==> config.mk <==
export PLATFORM = sky130hd
export DESIGN_NAME = puf_sweep_ctrl
export DESIGN_NICKNAME = d
export VERILOG_FILES = /design/src/rtl/puf_pkg.sv /design/src/rtl/puf_sweep_ctrl.sv
export SDC_FILE = /design/constraint.sdc
export NUM_CORES = 1
export LEC_CHECK = 0
export CAP_MARGIN = 5
export CORE_ASPECT_RATIO = 0.5
export CORE_MARGIN = 2
export CORE_UTILIZATION = 50
export DETAILED_ROUTE_END_ITERATION = 8
export GPL_ROUTABILITY_DRIVEN = 0
export PLACE_DENSITY = 0.82
export SLEW_MARGIN = 20
export SYNTH_ARGS = -nofsm -noshare
export SYNTH_HDL_FRONTEND = slang
export SYNTH_SLANG_ARGS = --single-unit
==> constraint.sdc <==
create_clock -name clk -period 14.09 [get_ports clk]
set_input_delay 2.818 -clock clk [delete_from_list [all_inputs] [get_ports clk]]
set_output_delay 2.818 -clock clk [all_outputs]
set_load 0.05 [all_outputs]
==> src/rtl/puf_pkg.sv <==
// Shared definitions for the DelayPUF sweep controller.
//   sweep_state_t      : controller state encoding
//   DEFAULT_PUF_LENGTH : default challenge width
//   MIN_SETTLE         : smallest legal settle time (2-flop sync + margin)
//   sig_width()        : signature width for a given challenge width
package puf_pkg;

  localparam int unsigned DEFAULT_PUF_LENGTH = 8;
  localparam int unsigned MIN_SETTLE         = 3;

  typedef enum logic [2:0] {
    ST_IDLE,
    ST_RUN,
    ST_SETTLE,
    ST_SAMPLE,
    ST_FINISH
  } sweep_state_t;

  function automatic int unsigned sig_width(input int unsigned len);
    return 32'd1 << len;
  endfunction

endpackage

==> src/rtl/puf_sweep_ctrl.sv <==
// Sweep controller placed directly upstream of DelayPUF.
// On a start pulse it walks every challenge. For each challenge it raises
// puf_run for RUN_CYCLES cycles, then lowers it for SETTLE_CYCLES cycles,
// then samples puf_result for one cycle. Each sample is shifted into the
// signature, so bit i ends up holding the response to challenge i.
//
// Ports:
//   clk           : single clock, shared with the DelayPUF synchronizers
//   reset         : asynchronous, active-high
//   start         : one-cycle sweep request, honoured only in IDLE
//   busy          : high while a sweep is in progress (RUN/SETTLE/SAMPLE)
//   done          : one-cycle pulse; the signature is final in this cycle
//   signature     : collected responses, SIG_W = 2**PUF_LENGTH bits
//   puf_challenge : challenge driven to DelayPUF
//   puf_run       : run strobe driven to DelayPUF
//   puf_result    : already-synchronized response from DelayPUF
module puf_sweep_ctrl
  import puf_pkg::*;
#(
  parameter int unsigned PUF_LENGTH    = DEFAULT_PUF_LENGTH,
  parameter int unsigned RUN_CYCLES    = 10,
  parameter int unsigned SETTLE_CYCLES = 10,
  localparam int unsigned SIG_W        = sig_width(PUF_LENGTH)
) (
  input  logic                  clk,
  input  logic                  reset,
  input  logic                  start,
  output logic                  busy,
  output logic                  done,
  output logic [SIG_W-1:0]      signature,
  output logic [PUF_LENGTH-1:0] puf_challenge,
  output logic                  puf_run,
  input  logic                  puf_result
);

  localparam int unsigned PH_MAX = (RUN_CYCLES > SETTLE_CYCLES) ? RUN_CYCLES : SETTLE_CYCLES;
  localparam int unsigned PH_W   = $clog2(PH_MAX + 1);

  localparam logic [PH_W-1:0] RUN_LAST    = PH_W'(RUN_CYCLES - 1);
  localparam logic [PH_W-1:0] SETTLE_LAST = PH_W'(SETTLE_CYCLES - 1);

  if (RUN_CYCLES < 1) begin : g_bad_run
    $error("puf_sweep_ctrl: RUN_CYCLES must be at least 1");
  end

  if (SETTLE_CYCLES < MIN_SETTLE) begin : g_bad_settle
    $error("puf_sweep_ctrl: SETTLE_CYCLES must cover the DelayPUF synchronizer (>= MIN_SETTLE)");
  end

  sweep_state_t            state_q, state_d;
  logic [PH_W-1:0]         phase_q, phase_d;
  logic [PUF_LENGTH-1:0]   chal_q,  chal_d;
  logic [SIG_W-1:0]        sig_q,   sig_d;

  always_ff @(posedge clk or posedge reset) begin
    if (reset) begin
      state_q <= ST_IDLE;
      phase_q <= '0;
      chal_q  <= '0;
      sig_q   <= '0;
    end else begin
      state_q <= state_d;
      phase_q <= phase_d;
      chal_q  <= chal_d;
      sig_q   <= sig_d;
    end
  end

  // Outputs are decoded from state only, so reset drops puf_run immediately
  // and the challenge can only move on the SAMPLE->RUN edge.
  always_comb begin
    state_d = state_q;
    phase_d = phase_q;
    chal_d  = chal_q;
    sig_d   = sig_q;
    busy    = 1'b0;
    done    = 1'b0;
    puf_run = 1'b0;

    case (state_q)
      ST_IDLE: begin
        if (start) begin
          state_d = ST_RUN;
          phase_d = '0;
          chal_d  = '0;
          sig_d   = '0;
        end
      end

      ST_RUN: begin
        busy    = 1'b1;
        puf_run = 1'b1;
        if (phase_q == RUN_LAST) begin
          state_d = ST_SETTLE;
          phase_d = '0;
        end else begin
          phase_d = phase_q + 1'b1;
        end
      end

      ST_SETTLE: begin
        busy = 1'b1;
        if (phase_q == SETTLE_LAST) begin
          state_d = ST_SAMPLE;
          phase_d = '0;
        end else begin
          phase_d = phase_q + 1'b1;
        end
      end

      ST_SAMPLE: begin
        busy  = 1'b1;
        sig_d = {puf_result, sig_q[SIG_W-1:1]};
        if (&chal_q) begin
          state_d = ST_FINISH;
        end else begin
          chal_d  = chal_q + 1'b1;
          state_d = ST_RUN;
        end
      end

      ST_FINISH: begin
        done    = 1'b1;
        state_d = ST_IDLE;
      end

      default: begin
        state_d = ST_IDLE;
      end
    endcase
  end

  assign signature     = sig_q;
  assign puf_challenge = chal_q;

endmodule

==> run_1/cell_density.png <==
Scale: 2 px per µm. 20 x 10 tiles, from white (low) to dark blue (high), 0 to 100% covered.
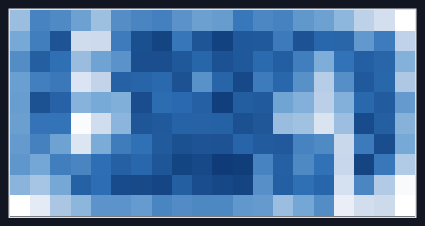
nearly empty tiles: 1.5%
emptiest ninth of the die: lower right
mean over tiles: 63%
fullest tile: 95%
tiles over 75% full: 39%
fp util: 50.9%
core footprint: 19,400 µm²
Core Util, Final: 69.7%

==> run_1/power_grid.png <==
Scale: 3 px per µm. Pins as bars on the die edge.
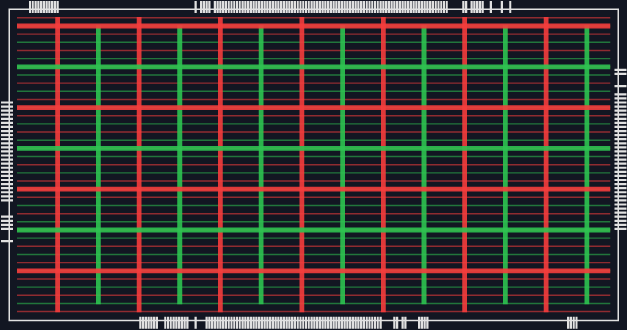
legend:
  VDD:
    colour: green
  VSS:
    colour: red
met5 straps: 7
met1 rails: 37
rows: 36
met4 straps: 14
IR drop worst, VDD: 0.0000771 V
DIE WIDTH: 202 µm
Die Y: 103 µm

==> run_1/clk_routes.png <==
Scale: 4 px per µm.
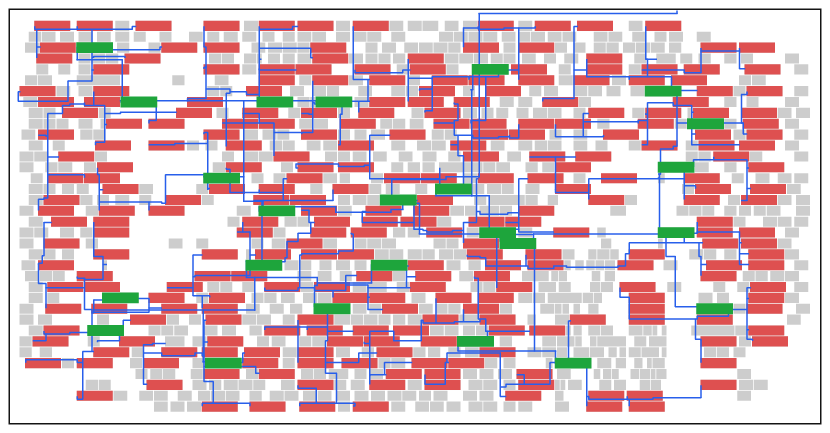
legend:
  clock wires:
    colour: blue
    length: 2,880 µm
  flip-flops:
    colour: red
    count: 271
  clock drivers:
    colour: green
    count: 24
flops lie: spread over the die
Final Skew: 7.32 ps
Clock power frac: 46.1%
clk pwr: 688 µW
worst skew pair latency: 510 ps

==> results.sh, run 1 <==
# physical design summary
export IMPL_status="completed"
export IMPL_holdPathEnd="signature[0]$_DFFE_PP0P_"
export IMPL_routedWlPerCell_um=20.0
export IMPL_synth_area_top_cells="dfrtp_1, a22o_1, buf_2"
export IMPL_synthArstFlopShare_pct=100
export IMPL_ys_cells=662
export IMPL_netlist_area_leader_share_pct=68.9
export IMPL_p_sw_uw=296
export IMPL_yosysWarnings=0
export IMPL_leakagePower_nw=6.14
export IMPL_final_antenna_net_count=0
export IMPL_worstReg2RegStart="state_q[2]$_DFFE_PP0P_"
export IMPL_path_max_fanout=13
export IMPL_port_buffers=270
export IMPL_ys_sh_xor_pct=0.178
export IMPL_hold_start="signature[0]$_DFFE_PP0P_"
export IMPL_warning_count=31
export IMPL_drtPass1Iterations=5
export IMPL_grt_pass1_wl_mm=36.6
export IMPL_yosys_dominant_comb_family="AND-OR/OR-AND gates"
export IMPL_lay_top_cells="dfrtp_1, clkdlybuf4s50_1, a22o_1"
export IMPL_cts_max_level=1
export IMPL_io_pin_count=271
export IMPL_drive_above_1_share_pct=5.34
export IMPL_layout_cells_most_common="dfrtp_1"
export IMPL_avgSynthCellArea_um2=14.9
export IMPL_post_cts_setup_buffers=0
export IMPL_wl_mm=23.7
export IMPL_crit_type="register to primary output"
export IMPL_syn_nets=669
export IMPL_grtUsageMet1_pct=30.3
export IMPL_root_buffer="clkbuf_16"
export IMPL_rr_worst_depth=4
export IMPL_drc=0
export IMPL_tightest_slew_ps=1120
export IMPL_synth_top_cell_by_area="dfrtp_1"
export IMPL_period_needed_ps=5000
==> run 1: registers in the layout (all words and copies together), names as in the netlist <==
name           cells
state_q            3
phase_q            4
puf_challenge      8
signature        256
==> run 1: power by group through the flow <==
stage,clock [mW],sequential [mW],combinational (mW)
floorplan,0,0.799,0.0132
global placement,0,0.795,0.0247
detailed placement,0,0.795,0.0254
CTS,0.701,0.780,0.0255
global route,0.735,0.780,0.0282
finish,0.688,0.780,0.0243
==> run 1: kinds of logic after synthesis <==
kind of cell,count (synthesis)
flip-flops,271
AND/OR/NAND/NOR,35
adder cells (fa/ha/maj),3
multiplexers,2
AND-OR/OR-AND,282
buffers and inverters,67
XOR/XNOR,2
==> run 1: layout make-up <==
class / instances / area [µm²] / share of cell area, %
clock buffers: 38 / 734 / 5.44
clock inverters: 6 / 109 / 0.807
inverters: 4 / 22.5 / 0.167
multi-input cells: 324 / 2760 / 20.4
flip-flops and latches: 271 / 6780 / 50.2
well taps: 266 / 333 / 2.47
repair buffers: 275 / 2760 / 20.5
==> run 1: per-stage QoR <==
stage	instances	total power [mW]	instance area, µm²	hold WS [ps]	worst slack [ps]
after CTS	1184	1.51	13500	517	9070
final	1184	1.49	13500	522	9090
after detailed placement	1140	0.820	12600	496	9100
after global placement	1140	0.819	12600	486	9150
after global routing	1184	1.54	13500	540	9000
after floorplan	662	0.812	9850	503	3800
==> run 1: how the worst max path moves through the flow <==
stage	from	end	cells after the start
after floorplan	reset	phase_q[0]$_DFFE_PP0P_	1
after global placement	reset	signature[24]$_DFFE_PP0P_	3
after detailed placement	reset	signature[25]$_DFFE_PP0P_	3
after CTS	state_q[0]$_DFFE_PP0P_	puf_run	2
after global routing	state_q[0]$_DFFE_PP0P_	done	3
final	state_q[0]$_DFFE_PP0P_	puf_run	2
==> run 1: per-layer routing <==
| layer | part of all wire (%) | vias to the layer above |
|---|---|---|
| met5 | 0 | - |
| met4 | 4.0 | 0 |
| met3 | 4.2 | 61 |
| met2 | 49 | 198 |
| met1 | 42 | 3646 |
| li1 | - | 3053 |
==> run 1: cell usage after synthesis, types with 3 or more instances <==
cell type and count:
and2_1 4, o21ai_0 3, ha_1 3, a31oi_1 3, a211oi_1 3, nand2_1 3, buf_2 36, dfrtp_1 271
clkbuf_1 20, a22o_1 256, inv_1 4, buf_4 5, and3_1 5, nand3b_1 4, a21oi_1 3, nor3_1 3
==> run 1: critical path, stage by stage, from the launching register on <==
cell	delay, ps
dfrtp_1	590
nor3b_1	240
clkdlybuf4s50_1	840
==> run 1 -> run 2 <==
Settings changed: CORE_UTILIZATION 50 to 43, PLACE_DENSITY 0.82 to 0.75.
Clock period 14.09 ns to 4.3 ns, I/O delays scaled along.
==> run_2/congestion.png <==
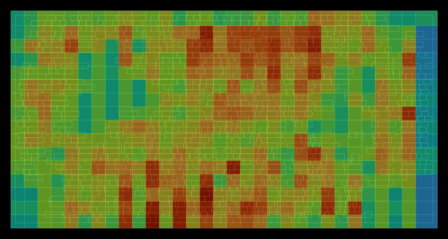
grt peak-use layer: met2
met1 Usage GRT: 28.0%
Core Util, Final: 60.2%
met3 global-route usage: 3.13%
met2 Use GR: 32.2%

==> run 2 against run 1 <==
Compared with the run above:
- sequential power grew to 3.3 times the previous value
- largest power group unchanged
- sequential share of layout area down 0.51 points
- count of clock-buffer cells in the layout decreased by 6
- largest cell class unchanged
- synthesized cell count is the same
==> results.sh, run 2 <==
# physical design summary
export IMPL_ys_sh_adder_pct=0.381
export IMPL_warning_count=32
export IMPL_largest_reg_flops=256
export IMPL_min_path_type="register to register"
export IMPL_drtIter0Drc=615
export IMPL_cts_tree="built"
export IMPL_final_area_um2=13600
export IMPL_root_buffer="clkbuf_16"
export IMPL_holdPathEnd="signature[0]$_DFFE_PP0P_"
export IMPL_drive_above_1_share_pct=6.19
export IMPL_cts_hold_buffers=0
export IMPL_vias=6927
export IMPL_finalSetupViolCount=0
export IMPL_final_antenna_net_count=0
export IMPL_period_used_pct=71.2
export IMPL_hold_start="signature[0]$_DFFE_PP0P_"
export IMPL_worstReg2RegStart="state_q[2]$_DFFE_PP0P_"
export IMPL_synth_top_cell_by_area="dfrtp_1"
export IMPL_period_needed_ps=3060
export IMPL_io_pin_count=271
export IMPL_ff_type="dfrtp_1"
export IMPL_holdWs_ps=502
export IMPL_drc=0
export IMPL_avgSynthCellArea_um2=14.9
export IMPL_p_clk_share_pct=47.5
export IMPL_yosysWarnings=0
export IMPL_path_max_fanout=13
export IMPL_tightest_slew_ps=1150
export IMPL_ys_seq_share_pct=68.9
export IMPL_grt_pass1_wl_mm=39.5
export IMPL_port_buffers=270
export IMPL_ys_sh_xor_pct=0.178
export IMPL_die_x_um=218
export IMPL_ir_worst_vdd_v=0.000217
export IMPL_ys_cells=662
export IMPL_die_area_um2=24200
export IMPL_drtPass1Iterations=5
export IMPL_worst_slack_ps=1240
export IMPL_grt_pass1_vias=6871
export IMPL_status="completed"
export IMPL_syn_nets=669
export IMPL_syn_inst=662
export IMPL_coreArea_um2=22600
export IMPL_initial_core_util_pct=43.5
export IMPL_cts_max_level=1
export IMPL_routedWlPerCell_um=19.9
export IMPL_p_comb_share_pct=1.6
export IMPL_fmaxAchievable_mhz=327
export IMPL_layout_cells_most_common="dfrtp_1"
export IMPL_fin_skew_ps=8.23
export IMPL_lay_top_cells="dfrtp_1, clkdlybuf4s50_1, a22o_1"
export IMPL_netlist_area_leader_share_pct=68.9
export IMPL_post_cts_setup_buffers=0
export IMPL_power_frac_seq_pct=50.8
export IMPL_die_h_um=111
export IMPL_grt_overflow=0
export IMPL_crit_type="register to primary output"
export IMPL_vias_per_cell=5.64
export IMPL_ys_area_um2=9850
export IMPL_leakagePower_nw=6.18
export IMPL_insertion_delay_ps=520
export IMPL_final_net_count=911
export IMPL_grt_setup_unrepaired="false"
export IMPL_synthArstFlopShare_pct=100
export IMPL_dp_slack_ps=1210
export IMPL_p_int_mw=4.02
export IMPL_most_common_cell="dfrtp_1"
export IMPL_edf_count=0
export IMPL_p_sw_mw=1.01
export IMPL_rr_worst_depth=4
export IMPL_r2r_setup_slack_ps=1750
export IMPL_dpl_cell_area_um2=12700
export IMPL_tns_ps=0
export IMPL_yosys_dominant_comb_family="AND-OR/OR-AND gates"
export IMPL_ys_top_cells_by_count="dfrtp_1, a22o_1, buf_2, clkbuf_1"
export IMPL_synth_cell_types=41
export IMPL_startpoint_type="register"
export IMPL_wl_mm=24.5
export IMPL_sw_frac_of_total_pct=20.1
export IMPL_synth_area_top_cells="dfrtp_1, a22o_1, buf_2"
-- run 2: cells by family (layout without fill, tap and decap cells) --
kind of cell,after synthesis,in the layout
DFF,271,271
buffers and inverters,67,326
and+or+nand+nor,35,35
muxes,2,2
adders and majority gates,3,3
AOI/OAI and AO/OA,282,282
xor gates and xnor gates,2,2
-- run 2: routing by layer --
layer | share of wire, % | track usage (%)
met1 | 44 | 28.0
met5 | 0 | 0
met4 | 3.7 | 7.48
met3 | 3.3 | 3.13
met2 | 49 | 32.2
-- run 2: critical path: stages, from the launching register on --
cell and delay [ps]:
dfrtp_1 530, nor2_1 200, and2_1 150, clkdlybuf4s50_1 800
-- run 2: area by class of cell --
class                      instances  area (µm²)
multi-input combinational        324        2760
fill                            1804        9010
clock buffer                      32         702
clock inverter                    11         185
timing repair buffer             279        2810
tap                              307         384
inverter                           4        18.8
sequential                       271        6780
-- run 2: worst max path at each step --
stage | depth (start not counted) | slack (ps) | startpoint | to
6_report | 3 | 1240 | state_q[0]$_DFFE_PP0P_ | done
4_1_cts | 3 | 1220 | state_q[0]$_DFFE_PP0P_ | done
3_5_place_dp | 5 | 1210 | start | signature[180]$_DFFE_PP0P_
3_3_place_gp | 5 | 1290 | start | signature[207]$_DFFE_PP0P_
5_1_grt | 3 | 1120 | state_q[1]$_DFFE_PP0P_ | done
2_1_floorplan | 1 | -140 | reset | phase_q[0]$_DFFE_PP0P_
-- run 2: stage by stage --
stage               power, mW  std cells
floorplan                2.66        662
global placement         2.69       1185
detailed placement       2.69       1185
CTS                      5.09       1228
global route             5.21       1228
finish                   5.03       1228
-- run 2: power by group through the flow --
stage                     Combinational, mW  Sequential, mW  Clock, mW
after CTS                            0.0872            2.56       2.44
after global routing                 0.0959            2.55       2.56
after floorplan                      0.0438            2.62          0
after detailed placement             0.0872            2.60          0
final                                0.0829            2.56       2.39
after global placement               0.0847            2.60          0
==> run 2 -> run 3 <==
Settings changed: CORE_UTILIZATION 43 to 48, PLACE_DENSITY 0.75 to 0.79.
Clock period 4.3 ns to 2.9 ns, I/O delays scaled along.
==> run_3/congestion.png <==
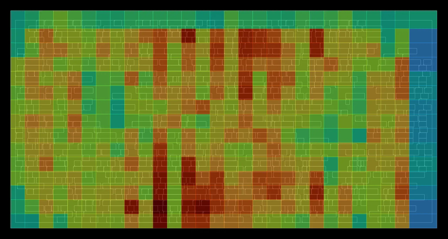
met3 global-route usage: 3.00%
average routed wire per standard cell: 20.2 µm
all-layer global routing usage: 22.1%
met1 Usage GRT: 31.4%

==> run 3 against run 2 <==
Compared with the run above:
- first-iteration DRC count down 27%
- power up 44%
- clock power up 38%
- critical path depth unchanged
- register-to-register slack worse by 960 ps
- setup slack worse by 1100 ps
- combinational power up 48%
- count of clock-buffer cells in the layout unchanged
- final area down 0.48%
- final cell count down 3.3%
- sequential power up 48%
==> results.sh, run 3 <==
# physical design summary
export IMPL_drtPass1Iterations=5
export IMPL_fin_skew_ps=11.7
export IMPL_vias_per_cell=5.88
export IMPL_crit_slowest_cell="clkdlybuf4s50_1"
export IMPL_layout_cells_most_common="dfrtp_1"
export IMPL_initial_core_util_pct=49.8
export IMPL_period_needed_ps=2760
export IMPL_yosysWarnings=0
export IMPL_path_max_fanout=13
export IMPL_lay_top_cells="dfrtp_1, clkdlybuf4s50_1, a22o_1"
export IMPL_ff_type="dfrtp_1"
export IMPL_warning_count=38
export IMPL_fillers=1377
export IMPL_synth_area_top_cells="dfrtp_1, a22o_1, buf_2"
export IMPL_cp_buffers_inverters=1
export IMPL_root_buffer="clkbuf_16"
export IMPL_cts_max_level=1
export IMPL_grt_overflow=0
export IMPL_wl_mm=24.0
export IMPL_edf_count=0
export IMPL_insertion_delay_ps=510
export IMPL_final_net_count=910
export IMPL_syn_inst=662
export IMPL_tns_ps=0
export IMPL_io_pin_count=271
export IMPL_synthArstFlopShare_pct=100
export IMPL_cts_tree="built"
export IMPL_ys_seq_share_pct=68.9
export IMPL_crit_family="buffers and inverters"
export IMPL_ir_worst_vdd_v=0.000319
export IMPL_cts_hold_buffers=0
export IMPL_grt_setup_unrepaired="false"
export IMPL_drtIter0Drc=449
export IMPL_netlist_area_leader_share_pct=68.9
export IMPL_period_used_pct=95.1
export IMPL_ys_cells=662
export IMPL_largest_reg_flops=256
export IMPL_finalSetupViolCount=0
export IMPL_post_cts_setup_buffers=0
export IMPL_mi_logic_area_um2=2760
export IMPL_status="completed"
export IMPL_tightest_slew_ps=598
export IMPL_die_x_um=207
export IMPL_synth_cell_types=41
export IMPL_die_area_um2=21800
export IMPL_drive_above_1_share_pct=6.08
export IMPL_syn_nets=669
export IMPL_final_antenna_net_count=0
-- run 3: metal layers --
layer | track usage (%) | up-vias | wire, µm
li1 | - | 3050 | -
met1 | 31.4 | 3688 | 10400
met2 | 34.9 | 184 | 11900
met3 | 3.00 | 59 | 839
met4 | 8.32 | 0 | 889
met5 | 0 | - | 0
-- run 3: metrics by stage --
| step | instances | hold WS (ps) | instance area (µm²) | utilization, % | setup WS (ps) |
|---|---|---|---|---|---|
| floorplan | 662 | 503 | 9850 | - | -1260 |
| detailed placement | 1143 | 490 | 12700 | 64.4 | 521 |
| finish | 1187 | 385 | 13600 | 68.6 | 142 |
| CTS | 1187 | 379 | 13600 | 68.6 | 129 |
| global placement | 1143 | 489 | 12700 | 64.4 | 562 |
| global route | 1187 | 375 | 13600 | 68.6 | 32.1 |
-- run 3: worst register-to-register path: stages, from the launching register on --
cell and delay (ps):
dfrtp_1 620, and3b_4 310, nor2_4 420, buf_12 420
a22o_1 280
-- run 3: final timing paths --
kind                                     startpoint                        end  slack [ps]  cells past startpoint
max in group asynchronous                     reset  signature[88]$_DFFE_PP0P_        1630                      3
max                          state_q[0]$_DFFE_PP0P_                       done         140                      3
min in group clk           signature[0]$_DFFE_PP0P_   signature[0]$_DFFE_PP0P_         510                      1
min                                           reset  signature[10]$_DFFE_PP0P_         390                      2
max reg2reg                  state_q[2]$_DFFE_PP0P_  signature[48]$_DFFE_PP0P_         790                      4
min reg2reg                signature[0]$_DFFE_PP0P_   signature[0]$_DFFE_PP0P_         510                      1
-- run 3: cells by family after synthesis --
| logic type | count (synthesis) | share of synthesized area (%) |
|---|---|---|
| flip-flops | 271 | 68.9 |
| multiplexers | 2 | 0.203 |
| XOR/XNOR | 2 | 0.178 |
| adder cells (fa/ha/maj) | 3 | 0.381 |
| AND-OR/OR-AND | 282 | 24.7 |
| AND/OR/NAND/NOR | 35 | 2.53 |
| buffers and inverters | 67 | 3.20 |
-- run 3: where the power goes --
| part | switching [mW] | internal (mW) |
|---|---|---|
| Combinational | 0.0969 | 0.0266 |
| Clock | 1.36 | 1.95 |
| Sequential | 0.00665 | 3.78 |
-- run 3: area by class of cell --
class	count	area share [%]
flip-flops and latches	271	50.0
repair buffers	278	21.0
multi-input cells	324	20.3
clock buffers	32	5.10
well taps	266	2.45
clock inverters	12	1.02
inverters	4	0.138
No activity file was given, so power comes from the tool's default toggle rates.
